--- src/rtl/ysyx_22040237_pkg.sv ---
// Shared definitions for the ysyx_22040237 fetch front end.
//   - YSYX_22040237_RESET_PC : default first fetch address after reset
//   - if_state_e             : fetch FSM state encoding (IDLE / REQ / WAIT)
//   - if_entry_t             : instruction buffer entry {inst, pc, fault}
//   - pc_inc()               : next sequential fetch address (wraps mod 2^32)
package ysyx_22040237_pkg;

    localparam logic [31:0] YSYX_22040237_RESET_PC = 32'h8000_0000;

    typedef enum logic [1:0] {
        IF_IDLE = 2'd0,
        IF_REQ  = 2'd1,
        IF_WAIT = 2'd2
    } if_state_e;

    typedef struct packed {
        logic [31:0] inst;
        logic [31:0] pc;
        logic        fault;
    } if_entry_t;

    function automatic logic [31:0] pc_inc(input logic [31:0] pc);
        return pc + 32'd4;
    endfunction

endpackage

--- src/rtl/ysyx_22040237_if_stage_if.sv ---
// Bus bundle of the fetch stage.
//   memory request : req_valid, req_ready, req_addr
//   memory response: rsp_valid, rsp_data, rsp_err
//   decode side    : inst_valid, inst_ready, inst, inst_pc, inst_fault
// master = fetch stage view, slave = memory/decode environment view.
interface ysyx_22040237_if_stage_if;

    logic        req_valid;
    logic        req_ready;
    logic [31:0] req_addr;
    logic        rsp_valid;
    logic [31:0] rsp_data;
    logic        rsp_err;
    logic        inst_valid;
    logic        inst_ready;
    logic [31:0] inst;
    logic [31:0] inst_pc;
    logic        inst_fault;

    modport master (
        output req_valid, req_addr, inst_valid, inst, inst_pc, inst_fault,
        input  req_ready, rsp_valid, rsp_data, rsp_err, inst_ready
    );

    modport slave (
        input  req_valid, req_addr, inst_valid, inst, inst_pc, inst_fault,
        output req_ready, rsp_valid, rsp_data, rsp_err, inst_ready
    );

endinterface

--- src/rtl/ysyx_22040237_if_fifo.sv ---
// Instruction buffer between fetch and decode.
//   clk, rst (async, active-low), flush (drops every entry, wins over push/pop)
//   push/push_entry : write one entry (accepted when not full, or full with a pop)
//   pop             : remove head entry (ignored when empty)
//   out_valid/out_entry : head entry; entry reads as zero while empty
//   count           : current occupancy
// DEPTH must be a power of two, at least 2, so the pointers wrap naturally.
module ysyx_22040237_if_fifo
    import ysyx_22040237_pkg::*;
#(
    parameter int DEPTH = 2
) (
    input  logic                     clk,
    input  logic                     rst,
    input  logic                     flush,
    input  logic                     push,
    input  if_entry_t                push_entry,
    input  logic                     pop,
    output logic                     out_valid,
    output if_entry_t                out_entry,
    output logic [$clog2(DEPTH):0]   count
);

    localparam int AW = $clog2(DEPTH);
    localparam int CW = AW + 1;
    localparam logic [CW-1:0] FULL_COUNT = CW'(DEPTH);

    if_entry_t       mem_reg [DEPTH];
    logic [AW-1:0]   wr_ptr_reg;
    logic [AW-1:0]   rd_ptr_reg;
    logic [CW-1:0]   count_reg;
    logic            pop_ok;
    logic            push_ok;

    assign pop_ok  = pop && (count_reg != '0);
    // A full buffer still takes a push when the head leaves in the same cycle.
    assign push_ok = push && ((count_reg != FULL_COUNT) || pop_ok);

    always_ff @(posedge clk) begin
        if (push_ok && !flush) begin
            mem_reg[wr_ptr_reg] <= push_entry;
        end
    end

    always_ff @(posedge clk or negedge rst) begin
        if (!rst) begin
            wr_ptr_reg <= '0;
            rd_ptr_reg <= '0;
            count_reg  <= '0;
        end else if (flush) begin
            wr_ptr_reg <= '0;
            rd_ptr_reg <= '0;
            count_reg  <= '0;
        end else begin
            if (push_ok) wr_ptr_reg <= wr_ptr_reg + AW'(1);
            if (pop_ok)  rd_ptr_reg <= rd_ptr_reg + AW'(1);
            if (push_ok && !pop_ok) begin
                count_reg <= count_reg + CW'(1);
            end else if (!push_ok && pop_ok) begin
                count_reg <= count_reg - CW'(1);
            end
        end
    end

    assign out_valid = (count_reg != '0);
    // Stale storage is never exposed: outputs read zero while empty.
    assign out_entry = out_valid ? mem_reg[rd_ptr_reg] : '0;
    assign count     = count_reg;

endmodule

--- src/rtl/ysyx_22040237_if_stage.sv ---
// Instruction fetch stage: issues one fetch at a time, buffers returned words
// and hands them to decode; execute-stage redirects flush the buffer.
//   clk, rst (async, active-low)
//   bus (master)   : memory request/response and decode handshake
//   jump_flag/addr : redirect from execute
//   misalign_fault : sticky flag for a misaligned redirect target
// Optional: define YSYX_22040237_IF_MISALIGN_CHK_EN to trap misaligned redirect
// targets; otherwise the low two target bits are forced to zero.
module ysyx_22040237_if_stage
    import ysyx_22040237_pkg::*;
#(
    parameter logic [31:0] RESET_PC   = YSYX_22040237_RESET_PC,
    parameter int          FIFO_DEPTH = 2
) (
    input  logic                          clk,
    input  logic                          rst,
    ysyx_22040237_if_stage_if.master      bus,
    input  logic                          jump_flag,
    input  logic [31:0]                   jump_addr,
    output logic                          misalign_fault
);

    localparam int CW = $clog2(FIFO_DEPTH) + 1;
    localparam logic [CW-1:0] DEPTH_C = CW'(FIFO_DEPTH);

    if_state_e     state_reg, state_next;
    logic [31:0]   fetch_pc_reg, fetch_pc_next;
    logic [31:0]   req_pc_reg;
    logic          drop_reg, drop_next;
    logic          misalign_q;
    logic [31:0]   jump_target;

    logic          handshake;
    logic          push;
    logic          pop;
    logic [CW-1:0] fifo_count;
    logic [CW-1:0] count_after;
    if_entry_t     push_entry;
    if_entry_t     head_entry;
    logic          head_valid;

`ifdef YSYX_22040237_IF_MISALIGN_CHK_EN
    logic misalign_reg;

    assign jump_target = jump_addr;

    // Every redirect re-evaluates the flag: a misaligned target sets it,
    // an aligned one clears it.
    always_ff @(posedge clk or negedge rst) begin
        if (!rst) begin
            misalign_reg <= 1'b0;
        end else if (jump_flag) begin
            misalign_reg <= (jump_addr[1:0] != 2'b00);
        end
    end

    assign misalign_q = misalign_reg;
`else
    logic unused_jump_low;

    assign jump_target     = {jump_addr[31:2], 2'b00};
    assign unused_jump_low = ^jump_addr[1:0];
    assign misalign_q      = 1'b0;
`endif

    assign misalign_fault = misalign_q;

    assign handshake = (state_reg == IF_REQ) && bus.req_ready;
    // A redirect beats the push: the returning word belongs to the old path.
    assign push = (state_reg == IF_WAIT) && bus.rsp_valid && !drop_reg && !jump_flag;
    assign pop  = head_valid && bus.inst_ready;
    assign count_after = fifo_count + CW'(push) - CW'(pop);

    assign push_entry.inst  = bus.rsp_data;
    assign push_entry.pc    = req_pc_reg;
    assign push_entry.fault = bus.rsp_err;

    always_comb begin
        state_next    = state_reg;
        fetch_pc_next = fetch_pc_reg;
        drop_next     = drop_reg;

        unique case (state_reg)
            IF_IDLE: begin
                // Nothing outstanding here, so occupancy alone decides.
                if ((fifo_count < DEPTH_C) && !misalign_q) state_next = IF_REQ;
            end
            IF_REQ: begin
                if (handshake) begin
                    state_next    = IF_WAIT;
                    fetch_pc_next = pc_inc(fetch_pc_reg);
                end
            end
            IF_WAIT: begin
                if (bus.rsp_valid) begin
                    drop_next  = 1'b0;
                    state_next = ((count_after < DEPTH_C) && !misalign_q) ? IF_REQ : IF_IDLE;
                end
            end
            default: state_next = IF_IDLE;
        endcase

        if (jump_flag) begin
            fetch_pc_next = jump_target;
            // A request still in flight (or launched this very cycle) will
            // answer with a stale word; wait for it and throw it away.
            if (((state_reg == IF_WAIT) && !bus.rsp_valid) || handshake) begin
                state_next = IF_WAIT;
                drop_next  = 1'b1;
            end else begin
                state_next = IF_IDLE;
                drop_next  = 1'b0;
            end
        end
    end

    always_ff @(posedge clk or negedge rst) begin
        if (!rst) begin
            state_reg    <= IF_IDLE;
            fetch_pc_reg <= RESET_PC;
            req_pc_reg   <= RESET_PC;
            drop_reg     <= 1'b0;
        end else begin
            state_reg    <= state_next;
            fetch_pc_reg <= fetch_pc_next;
            drop_reg     <= drop_next;
            if (handshake) req_pc_reg <= fetch_pc_reg;
        end
    end

    ysyx_22040237_if_fifo #(
        .DEPTH (FIFO_DEPTH)
    ) u_fifo (
        .clk        (clk),
        .rst        (rst),
        .flush      (jump_flag),
        .push       (push),
        .push_entry (push_entry),
        .pop        (pop),
        .out_valid  (head_valid),
        .out_entry  (head_entry),
        .count      (fifo_count)
    );

    assign bus.req_valid  = (state_reg == IF_REQ);
    assign bus.req_addr   = fetch_pc_reg;
    assign bus.inst_valid = head_valid;
    assign bus.inst       = head_entry.inst;
    assign bus.inst_pc    = head_entry.pc;
    assign bus.inst_fault = head_entry.fault;

endmodule

--- src/flat_wrapper.sv ---
// flat-port wrapper written by rule: the top's interface ports become plain ports
module ysyx_22040237_if_stage_flat import ysyx_22040237_pkg::*;
#(
    parameter logic [31:0] RESET_PC   = YSYX_22040237_RESET_PC,
    parameter int          FIFO_DEPTH = 2
)
  (clk, rst, jump_flag, jump_addr, misalign_fault, bus_req_valid, bus_req_addr, bus_inst_valid, bus_inst, bus_inst_pc, bus_inst_fault, bus_req_ready, bus_rsp_valid, bus_rsp_data, bus_rsp_err, bus_inst_ready);
  ysyx_22040237_if_stage_if bus_i ();
  input  logic clk;
  input  logic rst;
  input  logic jump_flag;
  input  logic [31:0] jump_addr;
  output logic misalign_fault;
  output wire logic [$bits(bus_i.req_valid)-1:0] bus_req_valid;
  output wire logic [$bits(bus_i.req_addr)-1:0] bus_req_addr;
  output wire logic [$bits(bus_i.inst_valid)-1:0] bus_inst_valid;
  output wire logic [$bits(bus_i.inst)-1:0] bus_inst;
  output wire logic [$bits(bus_i.inst_pc)-1:0] bus_inst_pc;
  output wire logic [$bits(bus_i.inst_fault)-1:0] bus_inst_fault;
  input wire logic [$bits(bus_i.req_ready)-1:0] bus_req_ready;
  input wire logic [$bits(bus_i.rsp_valid)-1:0] bus_rsp_valid;
  input wire logic [$bits(bus_i.rsp_data)-1:0] bus_rsp_data;
  input wire logic [$bits(bus_i.rsp_err)-1:0] bus_rsp_err;
  input wire logic [$bits(bus_i.inst_ready)-1:0] bus_inst_ready;
  assign bus_req_valid = bus_i.req_valid;
  assign bus_req_addr = bus_i.req_addr;
  assign bus_inst_valid = bus_i.inst_valid;
  assign bus_inst = bus_i.inst;
  assign bus_inst_pc = bus_i.inst_pc;
  assign bus_inst_fault = bus_i.inst_fault;
  assign bus_i.req_ready = bus_req_ready;
  assign bus_i.rsp_valid = bus_rsp_valid;
  assign bus_i.rsp_data = bus_rsp_data;
  assign bus_i.rsp_err = bus_rsp_err;
  assign bus_i.inst_ready = bus_inst_ready;
  ysyx_22040237_if_stage #(.RESET_PC(RESET_PC), .FIFO_DEPTH(FIFO_DEPTH)) u_core (.clk(clk), .rst(rst), .bus(bus_i), .jump_flag(jump_flag), .jump_addr(jump_addr), .misalign_fault(misalign_fault));
endmodule
--- config.mk ---
export PLATFORM = sky130hd
export DESIGN_NAME = ysyx_22040237_if_stage_flat
export DESIGN_NICKNAME = d
export VERILOG_FILES = /design/src/rtl/ysyx_22040237_pkg.sv /design/src/rtl/ysyx_22040237_if_stage_if.sv /design/src/rtl/ysyx_22040237_if_fifo.sv /design/src/rtl/ysyx_22040237_if_stage.sv /design/src/flat_wrapper.sv
export SDC_FILE = /design/constraint.sdc
export NUM_CORES = 1
export LEC_CHECK = 0
export ABC_AREA = 1
export CAP_MARGIN = 15
export CORE_MARGIN = 3
export CORE_UTILIZATION = 56
export DETAILED_ROUTE_END_ITERATION = 8
export PLACE_DENSITY = 0.88
export RECOVER_POWER = 100
export SETUP_SLACK_MARGIN = 0.05
export SYNTH_ARGS = -nofsm -noshare
export SYNTH_HDL_FRONTEND = slang
export SYNTH_HIERARCHICAL = 1
export SYNTH_SLANG_ARGS = --single-unit
--- constraint.sdc ---
create_clock -name clk -period 13.65 [get_ports clk]
set_input_delay 4.095 -clock clk [delete_from_list [all_inputs] [get_ports clk]]
set_output_delay 4.095 -clock clk [all_outputs]
set_load 0.05 [all_outputs]
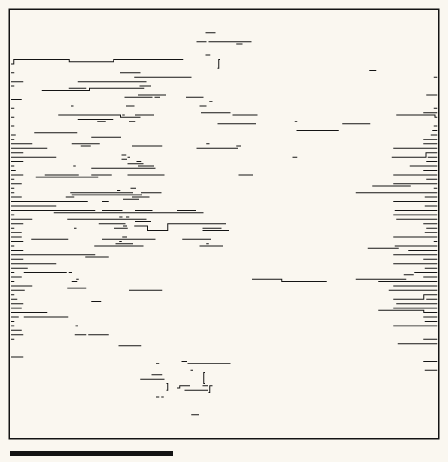
*The metal 3 layer, run 1*
Scale bar: 50 microns.
share of all routed wire: 7.5%
nets with wire on the layer: 191
met3 Use GR: 0.0470
Routed WL: 20800 microns

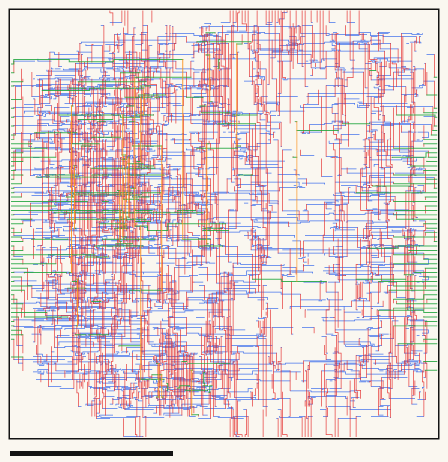
*Metal layers overlaid, run 1*
Scale bar: 50 microns.
| layer | colour | wire length |
|---|---|---|
| M2 | red | 10100 microns |
| M1 | blue | 8670 microns |
| M3 | green | 1560 microns |
| M4 | orange | 554 microns |

==> impl_metrics.toml, run 1 <==
# generated from flow reports
[outcome]
status = "finished, violations left"
violations = "capacitance limit, slew limit"

[sta]
grt_setup_unrepaired = "false"
setup_violations = 0
slew_headroom = -1.54
finClkSkew_ns = 0.00802
worstMarginPinSlew_ns = 3.80
period_used_share = 0.695
timing.hold.ws_ns = 0.479
fin_ws_ns = 4.17
final_max_slew_viol_count = 329
tns_ns = 0
clock.fmax_mhz = 105
hold_viol_final = 0
fin_crit_ns = 9.48

[placed_design]
routabilityCongestion = 0.946
place_area_sq_um = 10500
place.port_buffers = 165
dp_worst_setup_slack_ns = 6.68
dpl.cell_count = 1251
hpwl_microns = 13400

[route]
drtAntennaViolNets = 0
vias = 6924
wl_per_cell_microns = 16.2
drc = 0
via_per_inst = 5.39
firstDrtPassIters = 5
drt_iter0_markers = 606

[global_route]
grt_pass1_vias = 6625
grt-ovfl-total = 0
grt_usage = 0.246
grt_max_degree = 68
grt_pass1_wl_microns = 32600
antenna_found_initial = 0

[min_path]
holdPathEnd = "u_core/u_fifo/mem_reg[0][31]"
hold_class = "flip-flop to flip-flop"
min-delay-start = "u_core/req_pc_reg[30]"
holdPathStages = 0

[logic_synthesis]
avgSynthCellArea_sq_um = 9.72
ys.flops = 197
synthTopCellsByArea = "edfxtp_1, dfrtp_1, nand2_1, a21oi_1, o21ai_0"
yosysTopAreaCellShare = 0.446
synth_area_sq_um = 8760
synthArstFlopShare = 0.340
yosysChipArea_sq_um = 8760
ff_type = "edfxtp_1"
ys_types = 36
ys_seq_share = 0.637
yosysWarnings = 6
yosysCellCount = 901
syn_inst = 901
yosysTopAreaCell = "edfxtp_1"
edf_count = 130

[clock_tree]
clk_path_buf_depth = 2
clock_sinks = 197
htree_levels = 4
cts_buffers = 17
cts_root_buffer = "clkbuf_16"
cts_setup_buffers = 0
ctsHoldBuffers = 0
clock_latency_ns = 0.43
cts_resized = 0
cts.reportedPaths.clkPinSlew_ns = 0.07
cts_tree = "built"

[worst_setup_path]
slowest_delay_ns = 2.63
crit_top_cell = "clkbuf_1"
rr_endpoint = "u_core/u_fifo/mem_reg[0][40]"
end_kind = "flip-flop"
crit_chain = "dlygate4sd3_1 > clkbuf_1 > or2_2 > nor2_1 > o21ai_0 > inv_1 > nand2_1 > nor2_4 > clkbuf_1"
worstSetupStartpoint = "jump_flag"
worstPathRequired_ns = 13.60
crit_path_end = "u_core/u_fifo/mem_reg[0][40]"
cp.arrival_ns = 9.43
rr_worst_depth = 10
critPathLaunchType = "input pin"
worstPathMaxFanout = 65
cp_slowest_cell = "clkbuf_1"
timing.rr.start = "u_core/u_fifo/count[1]"
r2r_slack_ns = 7.35
crit_type = "input pin to flip-flop"

[finish]
utilization = 0.728
fin_cells = 1284
drive_above_1_share = 0.0662
lay_top_cells = "nand2_1, dlygate4sd3_1, edfxtp_1"
design_area_sq_um = 11100
final_common_cell = "nand2_1"
area_delta_synth_final_pct = 26.9
largest_reg_flops = 130
fill_cells = 1085
diodes = 0
nNetsFinal = 1133

[job]
warnings = 28
cap_viol_max_count = 5

[pwr]
pwr_density_cell_nw_per_um2 = 161
netSwitchingFraction = 0.361
p_leak_nw = 4.60
peakVddDrop_mv = 0.100
p_switching_mw = 0.645
comb_power_share = 0.274
clockPowerShare = 0.285
p_int_mw = 1.14
finalPower_mw = 1.79
power_frac_seq = 0.441

[floorplanning]
core_area_sq_um = 15300
rows = 45
dieWidth_microns = 131
die_area_sq_um = 17200
io-pin-count = 171
initial_core_util = 0.574
fp.dieH_microns = 131
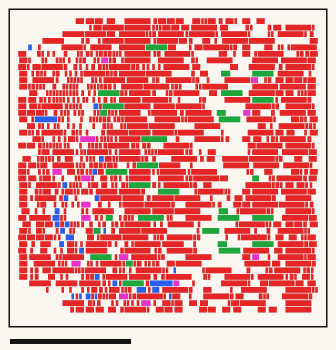
*Drive-strength map, run 1*
Scale bar: 50 microns.
| size | colour | cells | share |
|---|---|---|---|
| x2 | blue | 28 | 2.6% |
| x6 and larger | green | 29 | 2.7% |
| x3 and x4 | magenta | 14 | 1.3% |
| x1 and smaller | red | 1002 | 93% |

## run 1: synth_stat cells (5+ instances only)
master,number
inv_2,7
o21ai_1,6
buf_4,6
a21oi_1,71
nand2_1,337
nor2_2,6
edfxtp_1,130
nor2_1,52
nor2_4,5
nand2_2,10
xor2_1,10
o21ai_0,49
nand3_1,29
buf_6,7
inv_1,61
dfrtp_1,65
clkbuf_1,9
buf_2,15
## run 1: per-layer routing
metal  GRT usage  wire [microns]  vias up
met4      0.0944             553        0
li1            -               -     3280
met2       0.404           10100      330
met5           0               0        -
met3      0.0470            1560       45
met1       0.326            8670     3269
## run 1: critical path, delay by kind of cell
kind	cells	cell delay, ns
AOI/OAI and AO/OA	1	0.31
buffers and inverters	4	3.89
and+or+nand+nor	4	1.07
## run 1: power by group through the flow
stage | combinational [mW] | sequential (mW) | clock (mW)
floorplan | 0.302 | 0.824 | 0
global placement | 0.492 | 0.791 | 0
detailed placement | 0.505 | 0.798 | 0
CTS | 0.510 | 0.787 | 0.518
global route | 0.529 | 0.798 | 0.541
finish | 0.491 | 0.789 | 0.510
## run 1: kinds of logic after synthesis
logic type / count (synthesis) / synth area share
buf+inv: 106 / 0.0561
simple gates: 448 / 0.211
xor+xnor: 11 / 0.0110
other cells: 1 / 0.000428
flops: 197 / 0.637
compound gates: 136 / 0.0815
fa+ha+maj: 2 / 0.00286
## run 1: layout make-up
cell class,instances,area [sq um],share of cell area
Clock inverter,15,184,0.0165
Sequential cell,197,5580,0.502
Inverter,68,255,0.0230
Timing Repair Buffer,172,1690,0.152
Tap cell,211,264,0.0238
Clock buffer,17,425,0.0383
Multi-Input combinational cell,604,2710,0.244
==> run 2: changes to the inputs <==
--- a/config.mk
+++ b/config.mk
@@ -8,9 +8,9 @@
 export ABC_AREA = 1
 export CAP_MARGIN = 15
 export CORE_MARGIN = 3
-export CORE_UTILIZATION = 56
+export CORE_UTILIZATION = 47
 export DETAILED_ROUTE_END_ITERATION = 8
-export PLACE_DENSITY = 0.88
+export PLACE_DENSITY = 0.79
 export RECOVER_POWER = 100
 export SETUP_SLACK_MARGIN = 0.05
 export SYNTH_ARGS = -nofsm -noshare
==> constraint.sdc (replaced) <==
create_clock -name clk -period 8.3 [get_ports clk]
set_input_delay 2.49 -clock clk [delete_from_list [all_inputs] [get_ports clk]]
set_output_delay 2.49 -clock clk [all_outputs]
set_load 0.05 [all_outputs]
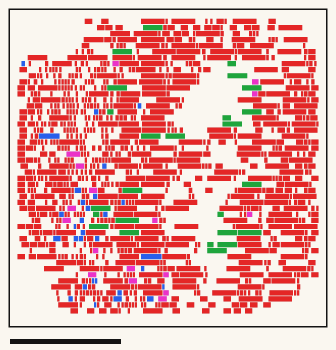
*Drive-strength map, run 2*
Scale bar: 50 microns.
| size | colour | cells | share |
|---|---|---|---|
| x2 | blue | 30 | 2.8% |
| x6 and larger | green | 25 | 2.3% |
| x1 and smaller | red | 1002 | 93% |
| x3 and x4 | magenta | 17 | 1.6% |
final worst slack: 1.67 ns
Layout area overhead: 26.9%

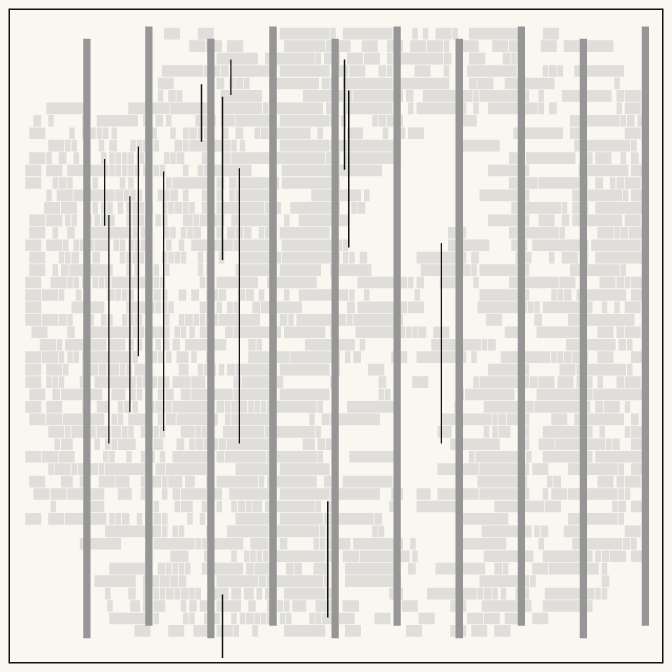
*The metal 4 layer, run 2*
Supply wires on this layer in grey.
nets with wire on the layer: 12
wire length on this layer: 468 microns
longest straight run: 59.8 microns
main direction: vertical
share of all routed wire: 2.3%

==> run 2 against run 1 <==
  * The run still ends with capacitance limit, slew limit left
  * Clock skew hardly changed
  * Core utilization is 12 points lower
  * Worst hold slack worse by 0.0055 ns
  * Synthesized cell count stayed put
  * Sequential share of layout area hardly changed
  * Die size is 18% higher
  * Critical path type is now flip-flop to output pin
==> impl_metrics.toml, run 2 <==
# generated from flow reports
[finish]
largest_reg_flops = 130
fin_cells = 1303
nNetsFinal = 1134
combGateArea_sq_um = 2710
lay_top_cells = "nand2_1, edfxtp_1, dlygate4sd3_1"
drive_above_1_share = 0.0670
diodes = 0
fill_cells = 1476
flop_area_sq_um = 5580
final_common_cell = "nand2_1"
design_area_sq_um = 11100

[route]
via_per_inst = 5.14
drc = 0
wl_met2_microns = 9340
firstDrtPassIters = 5
drtAntennaViolNets = 0
route.top_layer_used = "met4"
wl_met3_microns = 1270
drt_iter0_markers = 465
met1_length_microns = 8870

[min_path]
hold_class = "flip-flop to flip-flop"
holdPathStages = 0
holdPathEnd = "u_core/u_fifo/mem_reg[0][20]"
min-delay-start = "u_core/req_pc_reg[19]"

[worst_setup_path]
crit_chain = "inv_1 > clkbuf_1 > nand2_1 > a21oi_1 > clkdlybuf4s50_1"
critPathBufInv = 3
crit_type = "flip-flop to output pin"
critPathLaunchType = "flip-flop"
slowest_delay_ns = 1.38
worstPathMaxFanout = 39
crit_family = "buffers and inverters"
rr_endpoint = "u_core/u_fifo/mem_reg[0][36]"
rr_worst_depth = 10
r2r_slack_ns = 4.66
timing.rr.start = "u_core/u_fifo/count[1]"
end_kind = "output pin"
cp_slowest_cell = "clkbuf_1"
cp.arrival_ns = 4.14
worstPathRequired_ns = 5.81

[clock_tree]
clock_sinks = 197
clock_latency_ns = 0.42
cts_buffers = 17
htree_levels = 4
cts_root_buffer = "clkbuf_16"
cts_resized = 0
clk_path_buf_depth = 2
ctsHoldBuffers = 0
cts.reportedPaths.clkPinSlew_ns = 0.07
cts_setup_buffers = 0
cts_tree = "built"

[logic_synthesis]
synth_area_sq_um = 8760
synthTopCellsByArea = "edfxtp_1, dfrtp_1, nand2_1, a21oi_1, o21ai_0"
syn_inst = 901
yosysCellCount = 901
ys_types = 36
ff_type = "edfxtp_1"
yosysTopAreaCell = "edfxtp_1"
synthMostInstantiatedCell = "nand2_1"
edf_count = 130
yosysChipArea_sq_um = 8760
ys_seq_share = 0.637
ys.flops = 197
yosysWarnings = 6
yosys-top-cells-count = "nand2_1, edfxtp_1, a21oi_1"
synthArstFlopShare = 0.340
yosysTopAreaCellShare = 0.446
avgSynthCellArea_sq_um = 9.72

[global_route]
antenna_found_initial = 0
gr-max-usage-layer = "met2"
grt_max_degree = 68
grt_pass1_wl_microns = 31900
grt-ovfl-total = 0
grt_pass1_vias = 6451
use_met2 = 0.313
grt_use_met3 = 0.0407
use_met1 = 0.272

[sta]
clock.fmax_mhz = 151
slew_headroom = -1.34
tns_ns = 0
fin_crit_ns = 6.63
setup_violations = 0
period_used_share = 0.799
grt_setup_unrepaired = "false"
final_max_slew_viol_count = 236
timing.hold.ws_ns = 0.474
worstMarginPinSlew_ns = 3.51
hold_viol_final = 0
finClkSkew_ns = 0.00810

[pwr]
finalPower_mw = 2.90
p_leak_nw = 4.56
peakVddDrop_mv = 0.169
pwr_density_cell_nw_per_um2 = 261

[outcome]
violations = "capacitance limit, slew limit"
status = "finished, violations left"

[placed_design]
place.port_buffers = 165
place_area_sq_um = 10600
routabilityCongestion = 0.956
hpwl_microns = 13500
dpl.cell_count = 1271

[floorplanning]
initial_core_util = 0.483
die_area_sq_um = 20300
rows = 49
core_area_sq_um = 18100
io-pin-count = 171
fp.dieH_microns = 143
dieWidth_microns = 143

[job]
cap_viol_max_count = 4
warnings = 28
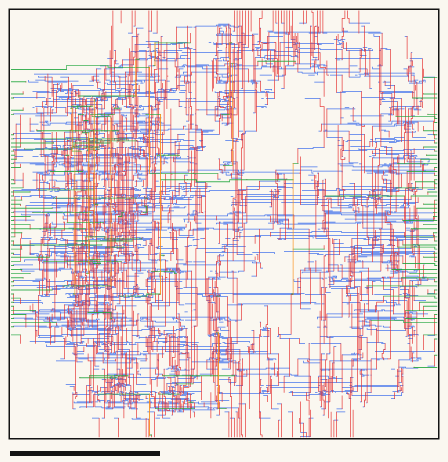
*Metal layers overlaid, run 2*
Scale bar: 50 microns.
| layer | colour | wire length |
|---|---|---|
| M3 | green | 1270 microns |
| M2 | red | 9340 microns |
| M4 | orange | 468 microns |
| M1 | blue | 8870 microns |
DR WL/cell: 15.3 microns
via count: 6694
Routed WL: 20000 microns
overall routing resource usage: 0.198

## run 2: cell counts after synthesis
Identical to the previous run, type by type.
## run 2: layout make-up
class | count | area share
Clock buffer | 17 | 0.0383
Timing Repair Buffer | 173 | 0.152
Tap cell | 229 | 0.0258
Multi-Input combinational cell | 604 | 0.244
Inverter | 68 | 0.0230
Sequential cell | 197 | 0.502
Clock inverter | 15 | 0.0151
## run 2: power by group
part | switching (mW) | internal [mW] | leakage, nW
sequential | 0.103 | 1.19 | 2.00
combinational | 0.566 | 0.228 | 2.27
clock | 0.361 | 0.452 | 0.284
total | 1.03 | 1.87 | 4.56
## run 2: worst max-delay path by stage
stage                                   from                      endpoint  slack (ns)  depth (start not counted)
floorplan                          jump_flag   u_core/u_fifo/mem_reg[0][0]        1.86                          6
global placement                   jump_flag  u_core/u_fifo/mem_reg[0][39]        2.79                          9
detailed placement                 jump_flag  u_core/u_fifo/mem_reg[0][39]        2.76                          9
CTS                 u_core/u_fifo/rd_ptr_reg               bus_inst_pc[27]        2.84                          5
global route        u_core/u_fifo/rd_ptr_reg                   bus_inst[6]        1.39                          5
finish              u_core/u_fifo/rd_ptr_reg               bus_inst_pc[28]        1.67                          5
## run 2: through the flow
stage / util / setup WS (ns)
finish: 0.613 / 1.67
global route: 0.613 / 1.39
CTS: 0.615 / 2.84
detailed placement: 0.582 / 2.76
global placement: 0.582 / 2.79
floorplan: - / 1.86
## run 2: logic make-up after synthesis
family,Yosys count,synth area share
AND-OR/OR-AND,136,0.0815
XOR/XNOR,11,0.0110
adder cells (fa/ha/maj),2,0.00286
buffers and inverters,106,0.0561
flip-flops,197,0.637
other,1,0.000428
AND/OR/NAND/NOR,448,0.211
==> run 3: changes to the inputs <==
--- a/config.mk
+++ b/config.mk
@@ -8,9 +8,9 @@
 export ABC_AREA = 1
 export CAP_MARGIN = 15
 export CORE_MARGIN = 3
-export CORE_UTILIZATION = 47
+export CORE_UTILIZATION = 52
 export DETAILED_ROUTE_END_ITERATION = 8
-export PLACE_DENSITY = 0.79
+export PLACE_DENSITY = 0.83
 export RECOVER_POWER = 100
 export SETUP_SLACK_MARGIN = 0.05
 export SYNTH_ARGS = -nofsm -noshare
==> constraint.sdc (replaced) <==
create_clock -name clk -period 6.45 [get_ports clk]
set_input_delay 1.935 -clock clk [delete_from_list [all_inputs] [get_ports clk]]
set_output_delay 1.935 -clock clk [all_outputs]
set_load 0.05 [all_outputs]
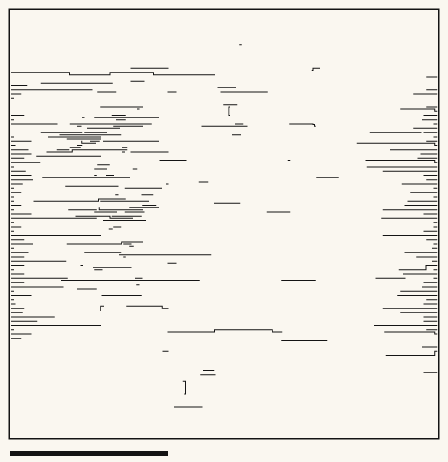
*The metal 3 layer, run 3*
Scale bar: 50 microns.
wire length on this layer: 1750 microns
longest straight run: 43.7 microns
nets with wire on the layer: 179
share of all routed wire: 8.7%
via count: 6755
Routed WL: 20100 microns
met3 Use GR: 0.0522

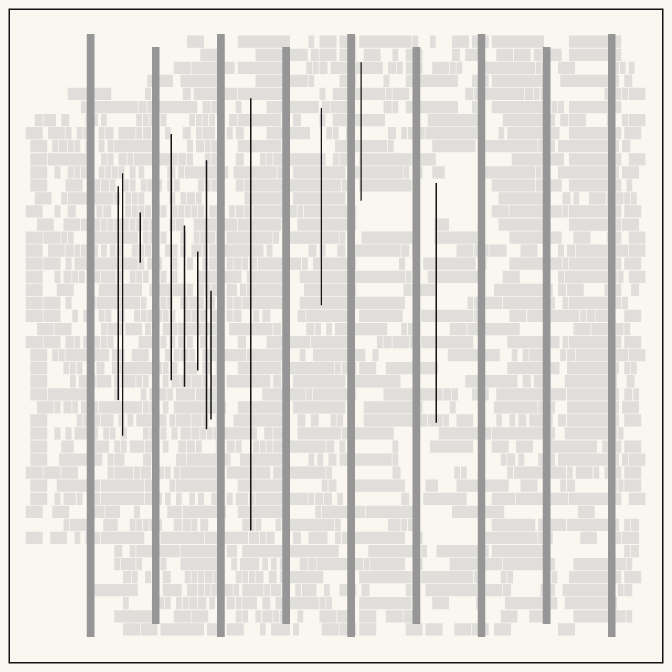
*The metal 4 layer, run 3*
Supply wires on this layer in grey.
share of all routed wire: 2.5%
wire length on this layer: 509 microns
nets with wire on the layer: 11
main direction: vertical
longest straight run: 89.8 microns

==> run 3 against run 2 <==
  * The flow still finishes with violations (capacitance limit, slew limit)
  * Core utilization is 7.2 points higher
  * Worst hold slack worse by 0.0021 ns
  * Synthesized area stayed put
  * Count of clock-buffer cells in the layout is 5 higher
  * Design area is 0.39% lower
  * Flip-flop count stayed put
  * Clock skew is 0.0028 ns higher
  * First-iteration DRC count is 7.5% higher
  * Synthesized cell count stayed put
  * Critical path type is now input pin to flip-flop
  * Highest routed layer unchanged
==> impl_metrics.toml, run 3 <==
# generated from flow reports
[clock_tree]
clk_path_buf_depth = 2
htree_levels = 4
cts_resized = 0
clock_sinks = 197
ctsHoldBuffers = 0
clock_latency_ns = 0.42
cts.reportedPaths.clkPinSlew_ns = 0.07
cts_buffers = 17
cts_root_buffer = "clkbuf_16"
cts_tree = "built"
cts_setup_buffers = 0

[finish]
area_delta_synth_final_pct = 26.4
lay_top_cells = "nand2_1, dlygate4sd3_1, edfxtp_1"
nNetsFinal = 1133
final_common_cell = "nand2_1"
largest_reg_flops = 130
utilization = 0.685
fin_cells = 1290
fill_cells = 1224
drive_above_1_share = 0.0652

[logic_synthesis]
yosysCellCount = 901
syn_inst = 901
ys_seq_share = 0.637
yosysTopAreaCell = "edfxtp_1"
synth_area_sq_um = 8760
yosysChipArea_sq_um = 8760
ys_types = 36
synthArstFlopShare = 0.340
ys.flops = 197
yosys-top-cells-count = "nand2_1, edfxtp_1, a21oi_1"
edf_count = 130
synthMostInstantiatedCell = "nand2_1"
ff_type = "edfxtp_1"
yosysTopAreaCellShare = 0.446
avgSynthCellArea_sq_um = 9.72
yosysWarnings = 6
synthTopCellsByArea = "edfxtp_1, dfrtp_1, nand2_1, a21oi_1, o21ai_0"

[min_path]
hold_class = "flip-flop to flip-flop"
min-delay-start = "u_core/req_pc_reg[30]"
holdPathEnd = "u_core/u_fifo/mem_reg[0][31]"
holdPathStages = 0

[worst_setup_path]
slowest_delay_ns = 0.73
crit_top_cell = "nor2_1"
cp_slowest_cell = "buf_4"
critPathBufInv = 3
cp.arrival_ns = 5.29
end_kind = "flip-flop"
crit_family = "buffers and inverters"
rr_endpoint = "u_core/bus.req_addr[17]"
worstPathMaxFanout = 59
rr_worst_depth = 8
worstSetupStartpoint = "jump_flag"
crit_type = "input pin to flip-flop"
cp_num_cells = 7
worstPathRequired_ns = 6.50
crit_chain = "dlygate4sd3_1 > clkbuf_1 > or2_2 > nor2_1 > o21ai_0 > nor2_1 > buf_4"
critPathLaunchType = "input pin"
crit_path_end = "u_core/u_fifo/mem_reg[1][36]"
timing.rr.start = "u_core/state_reg[1]"
r2r_slack_ns = 2.96

[floorplanning]
die_area_sq_um = 18400
core_area_sq_um = 16200
io-pin-count = 171
dieWidth_microns = 136
initial_core_util = 0.542
fp.dieH_microns = 136
rows = 46

[sta]
slew_headroom = -0.113
finClkSkew_ns = 0.0109
fin_ws_ns = 1.21
period_used_share = 0.813
grt_setup_unrepaired = "false"
final_max_slew_viol_count = 62
setup_violations = 0
hold_viol_final = 0
fin_crit_ns = 5.24
worstMarginPinSlew_ns = 1.67
tns_ns = 0
clock.fmax_mhz = 191

[route]
via_per_inst = 5.24
drtAntennaViolNets = 0
drt_iter0_markers = 500
drc = 0
firstDrtPassIters = 5

[job]
cap_viol_max_count = 1
warnings = 28

[global_route]
grt_max_degree = 68
antenna_found_initial = 1
grt_pass1_wl_microns = 31800
grt_pass1_vias = 6472
grt-ovfl-total = 0

[placed_design]
dpl.cell_count = 1256
hpwl_microns = 13200
dp_worst_setup_slack_ns = 1.65
routabilityCongestion = 0.978
place.port_buffers = 165

[pwr]
clockPowerShare = 0.269
p_leak_nw = 4.57
peakVddDrop_mv = 0.196
finalPower_mw = 3.68
comb_power_share = 0.279
p_switching_mw = 1.31
power_frac_seq = 0.452
netSwitchingFraction = 0.356
p_int_mw = 2.37
pwr_density_cell_nw_per_um2 = 332

[outcome]
status = "finished, violations left"
violations = "capacitance limit, slew limit"
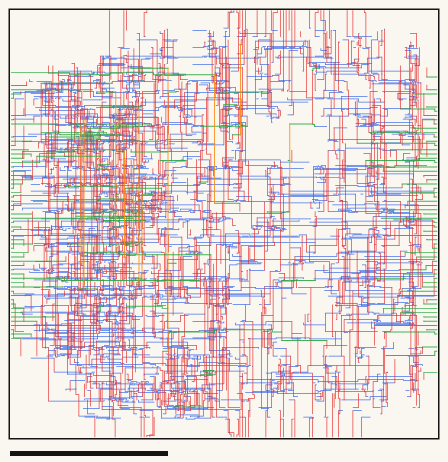
*Metal layers overlaid, run 3*
Scale bar: 50 microns.
| layer | colour | wire length |
|---|---|---|
| M1 | blue | 8530 microns |
| M4 | orange | 509 microns |
| M2 | red | 9350 microns |
| M3 | green | 1750 microns |
overall routing resource usage: 0.223
DR WL/cell: 15.6 microns

[run 3: cell counts after synthesis]
No cell type changed its count.
[run 3: cells by family after synthesis]
family / synth area share
AOI/OAI and AO/OA: 0.0815
other: 0.000428
DFF: 0.637
and+or+nand+nor: 0.211
buffers and inverters: 0.0561
adders and majority gates: 0.00286
xor gates and xnor gates: 0.0110
[run 3: cell type report]
type | count | area [sq um] | share of cell area
sequential | 197 | 5580 | 0.504
clock buffer | 22 | 454 | 0.0410
timing repair buffer | 172 | 1710 | 0.154
clock inverter | 10 | 100 | 0.00904
multi-input combinational | 604 | 2700 | 0.244
tap | 216 | 270 | 0.0244
inverter | 68 | 255 | 0.0230
antenna | 1 | 2.50 | 0.000226
[run 3: worst reg2reg max path: stages, from the launching register on]
cell and delay [ns]:
dfrtp_1 0.40, inv_2 0.06, nand2_2 0.10, inv_2 0.05, nand2_1 1.18, nand2_1 1.02, o21ai_0 0.47, inv_1 0.08
nand2_1 0.07
[run 3: routing by layer]
layer	GRT usage	share of wire	up-vias	routed length [microns]
li1	-	-	3265	-
met1	0.293	0.42	3160	8530
met2	0.360	0.46	297	9350
met3	0.0522	0.087	33	1750
met4	0.0879	0.025	0	508
met5	0	0	-	0
[run 3: power by group through the flow]
stage / combinational [mW] / clock [mW] / sequential, mW
floorplan: 0.640 / 0 / 1.74
global placement: 1.05 / 0 / 1.68
detailed placement: 1.07 / 0 / 1.69
CTS: 1.07 / 1.01 / 1.66
global route: 1.11 / 1.06 / 1.68
finish: 1.03 / 0.989 / 1.66
[run 3: stage by stage]
stage                     cell area, sq um  hold slack, ns
after detailed placement             10500           0.454
final                                11100           0.472
after floorplan                       8780           0.442
after CTS                            11100           0.472
after global placement               10500           0.449
after global routing                 11100           0.496
No activity file was given, so power comes from the tool's default toggle rates.
